## config.mk

```make
export PLATFORM = sky130hd
export DESIGN_NAME = mem_arbiter_flat
export DESIGN_NICKNAME = d
export VERILOG_FILES = /design/src/rtl/mem_arb_pkg.sv /design/src/rtl/mem_arbiter_if.sv /design/src/rtl/mem_arb_pick.sv /design/src/rtl/mem_arbiter.sv /design/src/flat_wrapper.sv
export SDC_FILE = /design/constraint.sdc
export NUM_CORES = 1
export LEC_CHECK = 0
export CAP_MARGIN = 30
export CORE_MARGIN = 1.5
export CORE_UTILIZATION = 42
export CTS_CLUSTER_SIZE = 40
export DETAILED_ROUTE_END_ITERATION = 8
export PLACE_DENSITY = 0.91
export SLEW_MARGIN = 20
export SYNTH_ARGS = -nofsm -noshare
export SYNTH_HDL_FRONTEND = slang
export SYNTH_SLANG_ARGS = --single-unit
```

## constraint.sdc

```tcl
create_clock -name clk -period 1.7 [get_ports clk]
set_clock_uncertainty 0.2 [all_clocks]
set_input_delay 0.34 -clock clk [delete_from_list [all_inputs] [get_ports clk]]
set_output_delay 0.34 -clock clk [all_outputs]
set_load 0.005 [all_outputs]
```

## src/rtl/mem_arb_pkg.sv

```systemverilog
// Shared types for the IF/LS memory arbiter: FSM states, access owner, default widths.
package mem_arb_pkg;

  localparam int ADDR_W_DEF = 5;
  localparam int DATA_W_DEF = 16;

  typedef enum logic [1:0] {
    IDLE = 2'd0,
    ACC  = 2'd1,
    RSP  = 2'd2
  } state_t;

  typedef enum logic {
    OWN_IF = 1'b0,
    OWN_LS = 1'b1
  } owner_t;

endpackage

```

## src/rtl/mem_arbiter_if.sv

```systemverilog
// Requester and memory-side signals of the arbiter; slave = arbiter view, master = environment view.
interface mem_arbiter_if
  import mem_arb_pkg::*;
#(
  parameter int ADDR_W = ADDR_W_DEF,
  parameter int DATA_W = DATA_W_DEF
);

  logic              if_req;
  logic [ADDR_W-1:0] if_addr;
  logic              if_gnt;
  logic              if_rvalid;
  logic [DATA_W-1:0] if_rdata;

  logic              ls_req;
  logic              ls_we;
  logic [ADDR_W-1:0] ls_addr;
  logic [DATA_W-1:0] ls_wdata;
  logic              ls_gnt;
  logic              ls_rvalid;
  logic [DATA_W-1:0] ls_rdata;

  logic [ADDR_W-1:0] mem_addr;
  logic [DATA_W-1:0] mem_in;
  logic              mem_write_n;
  logic              mem_read_n;
  logic [DATA_W-1:0] mem_out;

  logic              busy;

  modport slave (
    input  if_req, if_addr, ls_req, ls_we, ls_addr, ls_wdata, mem_out,
    output if_gnt, if_rvalid, if_rdata, ls_gnt, ls_rvalid, ls_rdata,
           mem_addr, mem_in, mem_write_n, mem_read_n, busy
  );

  modport master (
    output if_req, if_addr, ls_req, ls_we, ls_addr, ls_wdata, mem_out,
    input  if_gnt, if_rvalid, if_rdata, ls_gnt, ls_rvalid, ls_rdata,
           mem_addr, mem_in, mem_write_n, mem_read_n, busy
  );

endinterface

```

## src/rtl/mem_arb_pick.sv

```systemverilog
// Combinational 2-way pick between IF and LS; zero latency, at most one grant.
// On contention: FAIR!=0 alternates against last_owner, FAIR==0 always favours LS.
module mem_arb_pick
  import mem_arb_pkg::*;
#(
  parameter int FAIR = 1
) (
  input  logic   if_req,
  input  logic   ls_req,
  input  owner_t last_owner,
  output logic   grant_if,
  output logic   grant_ls
);

  always_comb begin
    grant_if = 1'b0;
    grant_ls = 1'b0;
    if (if_req && ls_req) begin
      if ((FAIR != 0) && (last_owner == OWN_LS)) begin
        grant_if = 1'b1;
      end else begin
        grant_ls = 1'b1;
      end
    end else begin
      grant_if = if_req;
      grant_ls = ls_req;
    end
  end

endmodule

```

## src/rtl/mem_arbiter.sv

```systemverilog
// Shares one single-port memory between IF (read) and LS (read/write); gnt in N, strobe in N+1, rvalid in N+2.
// Requests are held until gnt; at most one access every 2 cycles, requests seen during ACC wait for RSP.
module mem_arbiter
  import mem_arb_pkg::*;
#(
  parameter int ADDR_W = ADDR_W_DEF,
  parameter int DATA_W = DATA_W_DEF,
  parameter int FAIR   = 1
) (
  input  logic          clk,
  input  logic          proc_rst,
  mem_arbiter_if.slave  bus
);

  state_t            state;
  state_t            state_nxt;
  owner_t            owner;
  owner_t            last_owner;
  owner_t            pick_owner;
  logic              grant_if;
  logic              grant_ls;
  logic              accept;
  logic              acc_we;
  logic [ADDR_W-1:0] addr_q;
  logic [DATA_W-1:0] wdata_q;
  logic [DATA_W-1:0] if_rdata_q;
  logic [DATA_W-1:0] ls_rdata_q;
  logic [DATA_W-1:0] capture;
  logic              write_n_q;
  logic              read_n_q;
  logic              if_rvalid_q;
  logic              ls_rvalid_q;

  mem_arb_pick #(.FAIR(FAIR)) u_pick (
    .if_req     (bus.if_req),
    .ls_req     (bus.ls_req),
    .last_owner (last_owner),
    .grant_if   (grant_if),
    .grant_ls   (grant_ls)
  );

  assign pick_owner = grant_ls ? OWN_LS : OWN_IF;
  // Writes echo the data that was driven to the memory instead of reading it back.
  assign capture    = acc_we ? wdata_q : bus.mem_out;

  always_comb begin
    state_nxt = state;
    accept    = 1'b0;
    case (state)
      IDLE, RSP: begin
        if (bus.if_req || bus.ls_req) begin
          accept    = 1'b1;
          state_nxt = ACC;
        end else begin
          state_nxt = IDLE;
        end
      end
      ACC:     state_nxt = RSP;
      default: state_nxt = IDLE;
    endcase
  end

  always_ff @(posedge clk) begin
    if (!proc_rst) begin
      state       <= IDLE;
      owner       <= OWN_IF;
      last_owner  <= OWN_IF;
      acc_we      <= 1'b0;
      addr_q      <= '0;
      wdata_q     <= '0;
      write_n_q   <= 1'b1;
      read_n_q    <= 1'b1;
      if_rvalid_q <= 1'b0;
      ls_rvalid_q <= 1'b0;
      if_rdata_q  <= '0;
      ls_rdata_q  <= '0;
    end else begin
      state       <= state_nxt;
      write_n_q   <= 1'b1;
      read_n_q    <= 1'b1;
      if_rvalid_q <= 1'b0;
      ls_rvalid_q <= 1'b0;
      if (accept) begin
        owner      <= pick_owner;
        last_owner <= pick_owner;
        acc_we     <= grant_ls && bus.ls_we;
        addr_q     <= grant_ls ? bus.ls_addr : bus.if_addr;
        if (grant_ls) begin
          wdata_q <= bus.ls_wdata;
        end
        if (grant_ls && bus.ls_we) begin
          write_n_q <= 1'b0;
        end else begin
          read_n_q <= 1'b0;
        end
      end
      if (state == ACC) begin
        if (owner == OWN_LS) begin
          ls_rdata_q  <= capture;
          ls_rvalid_q <= 1'b1;
        end else begin
          if_rdata_q  <= capture;
          if_rvalid_q <= 1'b1;
        end
      end
    end
  end

  assign bus.if_gnt      = accept && grant_if;
  assign bus.ls_gnt      = accept && grant_ls;
  assign bus.if_rvalid   = if_rvalid_q;
  assign bus.ls_rvalid   = ls_rvalid_q;
  assign bus.if_rdata    = if_rdata_q;
  assign bus.ls_rdata    = ls_rdata_q;
  assign bus.mem_addr    = addr_q;
  assign bus.mem_in      = wdata_q;
  assign bus.mem_write_n = write_n_q;
  assign bus.mem_read_n  = read_n_q;
  assign bus.busy        = (state != IDLE);

endmodule

```

## src/flat_wrapper.sv

```systemverilog
// flat-port wrapper written by rule: the top's interface ports become plain ports
module mem_arbiter_flat import mem_arb_pkg::*;
#(
  parameter int ADDR_W = ADDR_W_DEF,
  parameter int DATA_W = DATA_W_DEF,
  parameter int FAIR   = 1
)
  (clk, proc_rst, bus_if_req, bus_if_addr, bus_ls_req, bus_ls_we, bus_ls_addr, bus_ls_wdata, bus_mem_out, bus_if_gnt, bus_if_rvalid, bus_if_rdata, bus_ls_gnt, bus_ls_rvalid, bus_ls_rdata, bus_mem_addr, bus_mem_in, bus_mem_write_n, bus_mem_read_n, bus_busy);
  mem_arbiter_if #(.ADDR_W(ADDR_W), .DATA_W(DATA_W)) bus_i ();
  input  logic clk;
  input  logic proc_rst;
  input wire logic [$bits(bus_i.if_req)-1:0] bus_if_req;
  input wire logic [$bits(bus_i.if_addr)-1:0] bus_if_addr;
  input wire logic [$bits(bus_i.ls_req)-1:0] bus_ls_req;
  input wire logic [$bits(bus_i.ls_we)-1:0] bus_ls_we;
  input wire logic [$bits(bus_i.ls_addr)-1:0] bus_ls_addr;
  input wire logic [$bits(bus_i.ls_wdata)-1:0] bus_ls_wdata;
  input wire logic [$bits(bus_i.mem_out)-1:0] bus_mem_out;
  output wire logic [$bits(bus_i.if_gnt)-1:0] bus_if_gnt;
  output wire logic [$bits(bus_i.if_rvalid)-1:0] bus_if_rvalid;
  output wire logic [$bits(bus_i.if_rdata)-1:0] bus_if_rdata;
  output wire logic [$bits(bus_i.ls_gnt)-1:0] bus_ls_gnt;
  output wire logic [$bits(bus_i.ls_rvalid)-1:0] bus_ls_rvalid;
  output wire logic [$bits(bus_i.ls_rdata)-1:0] bus_ls_rdata;
  output wire logic [$bits(bus_i.mem_addr)-1:0] bus_mem_addr;
  output wire logic [$bits(bus_i.mem_in)-1:0] bus_mem_in;
  output wire logic [$bits(bus_i.mem_write_n)-1:0] bus_mem_write_n;
  output wire logic [$bits(bus_i.mem_read_n)-1:0] bus_mem_read_n;
  output wire logic [$bits(bus_i.busy)-1:0] bus_busy;
  assign bus_i.if_req = bus_if_req;
  assign bus_i.if_addr = bus_if_addr;
  assign bus_i.ls_req = bus_ls_req;
  assign bus_i.ls_we = bus_ls_we;
  assign bus_i.ls_addr = bus_ls_addr;
  assign bus_i.ls_wdata = bus_ls_wdata;
  assign bus_i.mem_out = bus_mem_out;
  assign bus_if_gnt = bus_i.if_gnt;
  assign bus_if_rvalid = bus_i.if_rvalid;
  assign bus_if_rdata = bus_i.if_rdata;
  assign bus_ls_gnt = bus_i.ls_gnt;
  assign bus_ls_rvalid = bus_i.ls_rvalid;
  assign bus_ls_rdata = bus_i.ls_rdata;
  assign bus_mem_addr = bus_i.mem_addr;
  assign bus_mem_in = bus_i.mem_in;
  assign bus_mem_write_n = bus_i.mem_write_n;
  assign bus_mem_read_n = bus_i.mem_read_n;
  assign bus_busy = bus_i.busy;
  mem_arbiter #(.ADDR_W(ADDR_W), .DATA_W(DATA_W), .FAIR(FAIR)) u_core (.clk(clk), .proc_rst(proc_rst), .bus(bus_i));
endmodule
```

==> run_1/placed.png <==
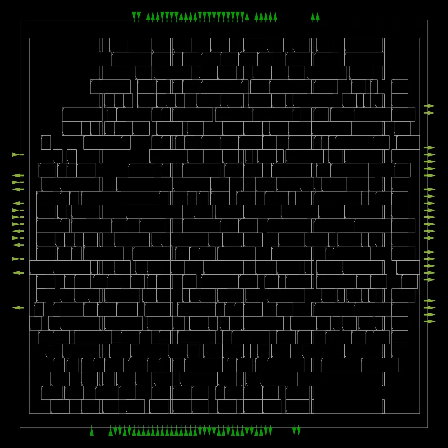
fill count: 451
Flops: 61
Layout Utilization: 0.712

==> run_1/ff_map.png <==
The bar under the picture is 20 um long.
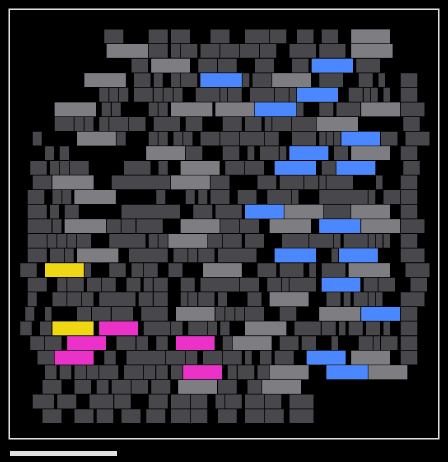
yellow -> `u_core.state`  # flops 2
blue -> `u_core.bus.ls_rdata`  # flops 16
magenta -> `u_core.bus.mem_addr`  # flops 5, where south-west
Seq/total area: 0.313
Reg area: 1250 um2
sequential power: 1.59 mW

==> run_1/layers.png <==
The bar under the picture is 20 um long.
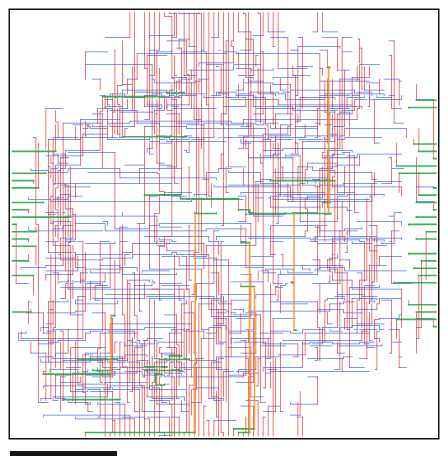
orange -> M4  # wire length 163 um
red -> M2  # wire length 3860 um
blue -> M1  # wire length 3110 um
green -> M3  # wire length 326 um
gr usage total: 0.239
routed wire length: 7.46 mm

==> impl_metrics.toml, run 1 <==
# flow metrics
[global_routing]
grt_pass1_vias = 2284
use_met1 = 0.289
grt_pass1_wl_mm = 11.4
grt_remaining_overflow = 0
grt_busiest_layer = "met2"
grtUsageMet2 = 0.408
grt_max_degree = 34
use_met3 = 0.0331
antenna_found_initial = 0

[min_path]
worstHoldEndpoint = "u_core.bus.mem_in[7]"
hp-start = "u_core.bus.mem_in[7]"
min_path_cells = 2
min_path_type = "register to register"

[cts]
cts-buffers-inserted = 9
cts_hold_buf = 0
post_cts_resized = 83
cts_buffer_depth = 2
clkLatencyLatePin_ps = 330
cts_sinks = 61
htreeDepth = 3
cts_root_buffer = "clkbuf_8"
cts_tree = "yes"
post_cts_buffers = 4
clk_pin_slew_ps = 60

[worst_setup_path]
timing.rr.start = "u_core.state[0]"
arrival_ps = 1120
worstRegToRegCells = 5
endpoint_kind = "primary output"
critPathBufInv = 1
crit_start = "u_core.bus.mem_read_n"
cp.depth = 1
start_kind = "register"
setup.worst_path.end = "bus_mem_read_n"
slowest_delay_ps = 490
reg2reg_to = "u_core.bus.mem_write_n"
cp_max_fo = 1
path_cells = "clkdlybuf4s50_1"
cp_slowest_cell = "clkdlybuf4s50_1"
crit_required_ps = 1160
r2r_slack_ps = 80
critical_path_class = "register to primary output"
critPathTopFamily = "buffers and inverters"

[power]
leakagePower_nw = 1.85
internal-power_mw = 2.89
p_clk_mw = 1.52
p_clk_frac = 0.402
powerComb_uw = 669
combPwrFrac = 0.177
total_power_mw = 3.78
power_leader = "sequential cells"
power.switching_uw = 894
switching_share = 0.236
powerDensity_nw_per_um2 = 947
vdd_ir_drop_max_v = 0.000633
power_frac_seq = 0.421

[finish]
layout.nonclk_buf_frac = 0.318
diodes = 0
comb_area_share = 0.284
buffers = 132
clk_share = 0.0611
fin_nets = 419
num-multi-input-gates = 166
area_dominant_class = "buffers"
stdcell_count = 449
design_area_um2 = 3990
logic_area_um2 = 1130
clock_buffer_count = 13
drive_above_1_share = 0.244
areaGrowthSynthToFinish_pct = 61.6
n_all_inverters = 2

[synth]
syn-cell-area_um2 = 2470
top_cells_by_area = "dfxtp_1, a211oi_2, mux2i_1"
yosys-stat-cells = 251
synthFlopType = "dfxtp_1"
yosys.stat.seqShare = 0.494
largest_area_cell = "dfxtp_1"
ys_top_cells_by_count = "dfxtp_1, nor2_1, a211oi_1, nand3_1"
synth_flop_count = 61
syn_inst = 251
yosys_area_um2 = 2470
syn_area_per_cell_um2 = 9.85
fp_nets = 298
yosysMostFrequentCell = "dfxtp_1"
yosysTopAreaCellShare = 0.494
async_reset_ff_frac = 0
edf_count = 0
yosysWarnings = 0
synth_cell_types = 31

[route]
dr_wl_met2_mm = 3.86
wire_per_inst_um = 16.6
final_antenna_net_count = 0
met1_length_mm = 3.11
drc = 0
vias = 2367
dr_wl_met3_um = 325
viasPerCell = 5.27
drt-pass1-iter-count = 5
drt_iter0_markers = 113
top_layer = "met4"

[sta]
slew_violations = 0
fmax_mhz = 602
slew_headroom = 0.743
finalCriticalPeriod_ps = 1660
fin_crit_sh = 0.977
worst_slack_ps = 39.8
final.setup.tns_ps = 0
setup_viol_count_final = 0
holdWs_ps = 294
worstMarginPinSlew_ps = 375
rsz0062_at_grt = "yes"
hold_viol = 0

[placed_design]
dp_hpwl_mm = 5.29
dpl_cell_area_um2 = 3670
pre_cts_slack_ps = -547
gp_congestion = 0.806
place_inst = 427
portBuffers = 106

[die]
coreArea_um2 = 5610
num_rows = 27
die_w_um = 79.7
fp_util = 0.441
dieArea_um2 = 6350
die_y_um = 79.7
io_pins = 107
n_tap_cell = 72

[job]
cap_violations = 0
warnings = 27

[status]
status = "finished clean"
[run 1: cells in the final DEF (no fill, tap or decap), types with 2 or more instances in the layout]
cell	instances
dfxtp_2	23
clkbuf_8	13
buf_4	21
and2_1	2
mux2i_1	16
a211oi_1	18
a221o_1	5
buf_12	3
dfxtp_1	38
and3_1	11
a21oi_1	16
a211oi_2	14
o21ai_0	16
bufinv_16	2
dlygate4sd2_1	47
nor2_1	33
clkdlybuf4s50_1	45
dlymetal6s2s_1	11
nand3_1	18
buf_2	2
[run 1: cell families after synthesis]
group,Yosys count,share of synthesized area
compound gates,73,0.228
buf+inv,24,0.0582
flops,61,0.494
mux,16,0.0648
simple gates,77,0.155
==> run 2, diff against run 1 <==
- CTS_CLUSTER_SIZE: 40 -> 16
==> run_2/class_map.png <==
The bar under the picture is 20 um long. Fill, decap, tap and diode cells in grey.
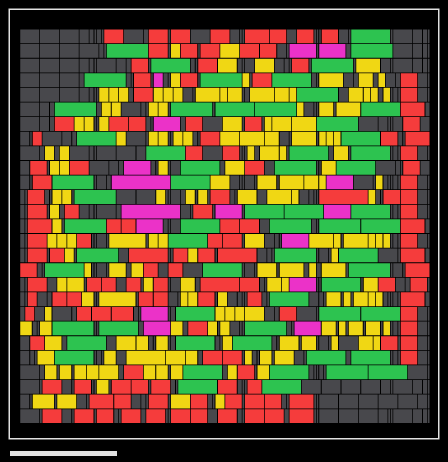
green -> registers  # cells 61, share of their area 32%
yellow -> remaining logic cells  # cells 168, share of their area 29%
red -> remaining buffers and delay cells  # cells 132, share of their area 33%
magenta -> clock drivers and dummy loads  # cells 16, share of their area 6.2%
num rows: 27
design area: 3990 um2

==> run_2/ff_map.png <==
The bar under the picture is 20 um long.
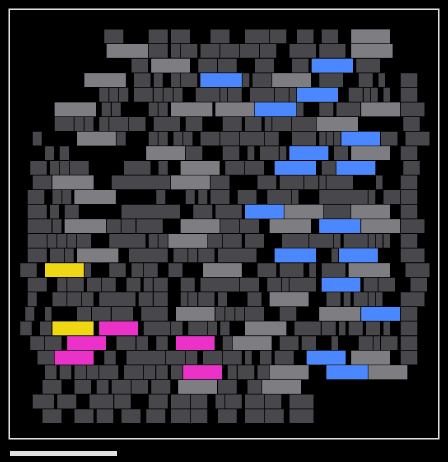
yellow -> `u_core.state`  # flops 2
magenta -> `u_core.bus.mem_addr`  # flops 5, where south-west
blue -> `u_core.bus.ls_rdata`  # flops 16

==> run 2 against run 1 <==
  * Die area stayed put
  * Critical path type unchanged
  * Largest cell class unchanged
  * Power stayed put
  * Final cell count stayed put
==> impl_metrics.toml, run 2 <==
# flow metrics
[global_routing]
grt_busiest_layer = "met2"
grt.total_usage = 0.239
grt_max_degree = 34
grt_pass1_wl_mm = 11.4
use_met1 = 0.289

[route]
drt-pass1-iter-count = 5
wire_per_inst_um = 16.6
drc = 0
dr_wl_met2_mm = 3.86
drt_iter0_markers = 113
dr_wl_met3_um = 325
top_layer = "met4"
viasPerCell = 5.27

[placed_design]
dpl_cell_area_um2 = 3670
place_inst = 427
pre_cts_slack_ps = -547

[sta]
hold_viol = 0
worstMarginPinSlew_ps = 375
rsz0062_at_grt = "yes"
setup_viol_count_final = 0

[job]
cap_violations = 0
warnings = 27

[worst_setup_path]
arrival_ps = 1120
slowest_delay_ps = 490
crit_required_ps = 1160
cp_max_fo = 1
critical_path_class = "register to primary output"

[synth]
xor_area_frac = 0
yosysMostFrequentCell = "dfxtp_1"
top_cells_by_area = "dfxtp_1, a211oi_2, mux2i_1"
syn_area_per_cell_um2 = 9.85
ys_sh_simple = 0.155
syn_inst = 251
largest_area_cell = "dfxtp_1"
synthFlopType = "dfxtp_1"
syn-cell-area_um2 = 2470
yosys_area_um2 = 2470
top_logic_kind = "AND-OR/OR-AND gates"
async_reset_ff_frac = 0
yosysTopAreaCellShare = 0.494
ys_top_cells_by_count = "dfxtp_1, nor2_1, a211oi_1, nand3_1"
yosys.stat.seqShare = 0.494

[finish]
diodes = 0
lay_top_cells = "dlygate4sd2_1, clkdlybuf4s50_1, dfxtp_1, nor2_1, dfxtp_2"
n_all_inverters = 2
regArea_um2 = 1250
buffers = 132
areaGrowthSynthToFinish_pct = 61.6
seq_share = 0.313
num-fill-cells = 451
stdcell_count = 449
layout.nonclk_buf_frac = 0.318
clock_buffer_count = 13

[power]
leakagePower_nw = 1.85
power.switching_uw = 894
power_leader = "sequential cells"
p_clk_mw = 1.52
powerComb_uw = 669
powerSeq_mw = 1.59
switching_share = 0.236
internal-power_mw = 2.89

[cts]
cts_hold_buf = 0
cts_root_buffer = "clkbuf_8"
htreeDepth = 3
cts_buffer_depth = 2

[die]
dieArea_um2 = 6350
n_tap_cell = 72

[status]
status = "finished clean"

[min_path]
min_path_type = "register to register"
## run 2: cell counts in the layout (fill, tap and decap cells not counted)
Identical to the previous run, type by type.
## run 2: repair_timing
item                       CTS  global route
cloned                       0             1
gates resized               83            17
setup endpoints to repair   62            33
pin swaps                    2             2
buffers inserted             4             1
## run 2: final timing paths
kind	start	end	slack (ps)	cells after the start
min	u_core.bus.mem_in[7]	u_core.bus.mem_in[7]	290	2
min reg2reg	u_core.bus.mem_in[7]	u_core.bus.mem_in[7]	290	2
max reg2reg	u_core.state[0]	u_core.bus.mem_write_n	80	5
max	u_core.bus.mem_read_n	bus_mem_read_n	40	1
Power is estimated from default activity; no workload was simulated.
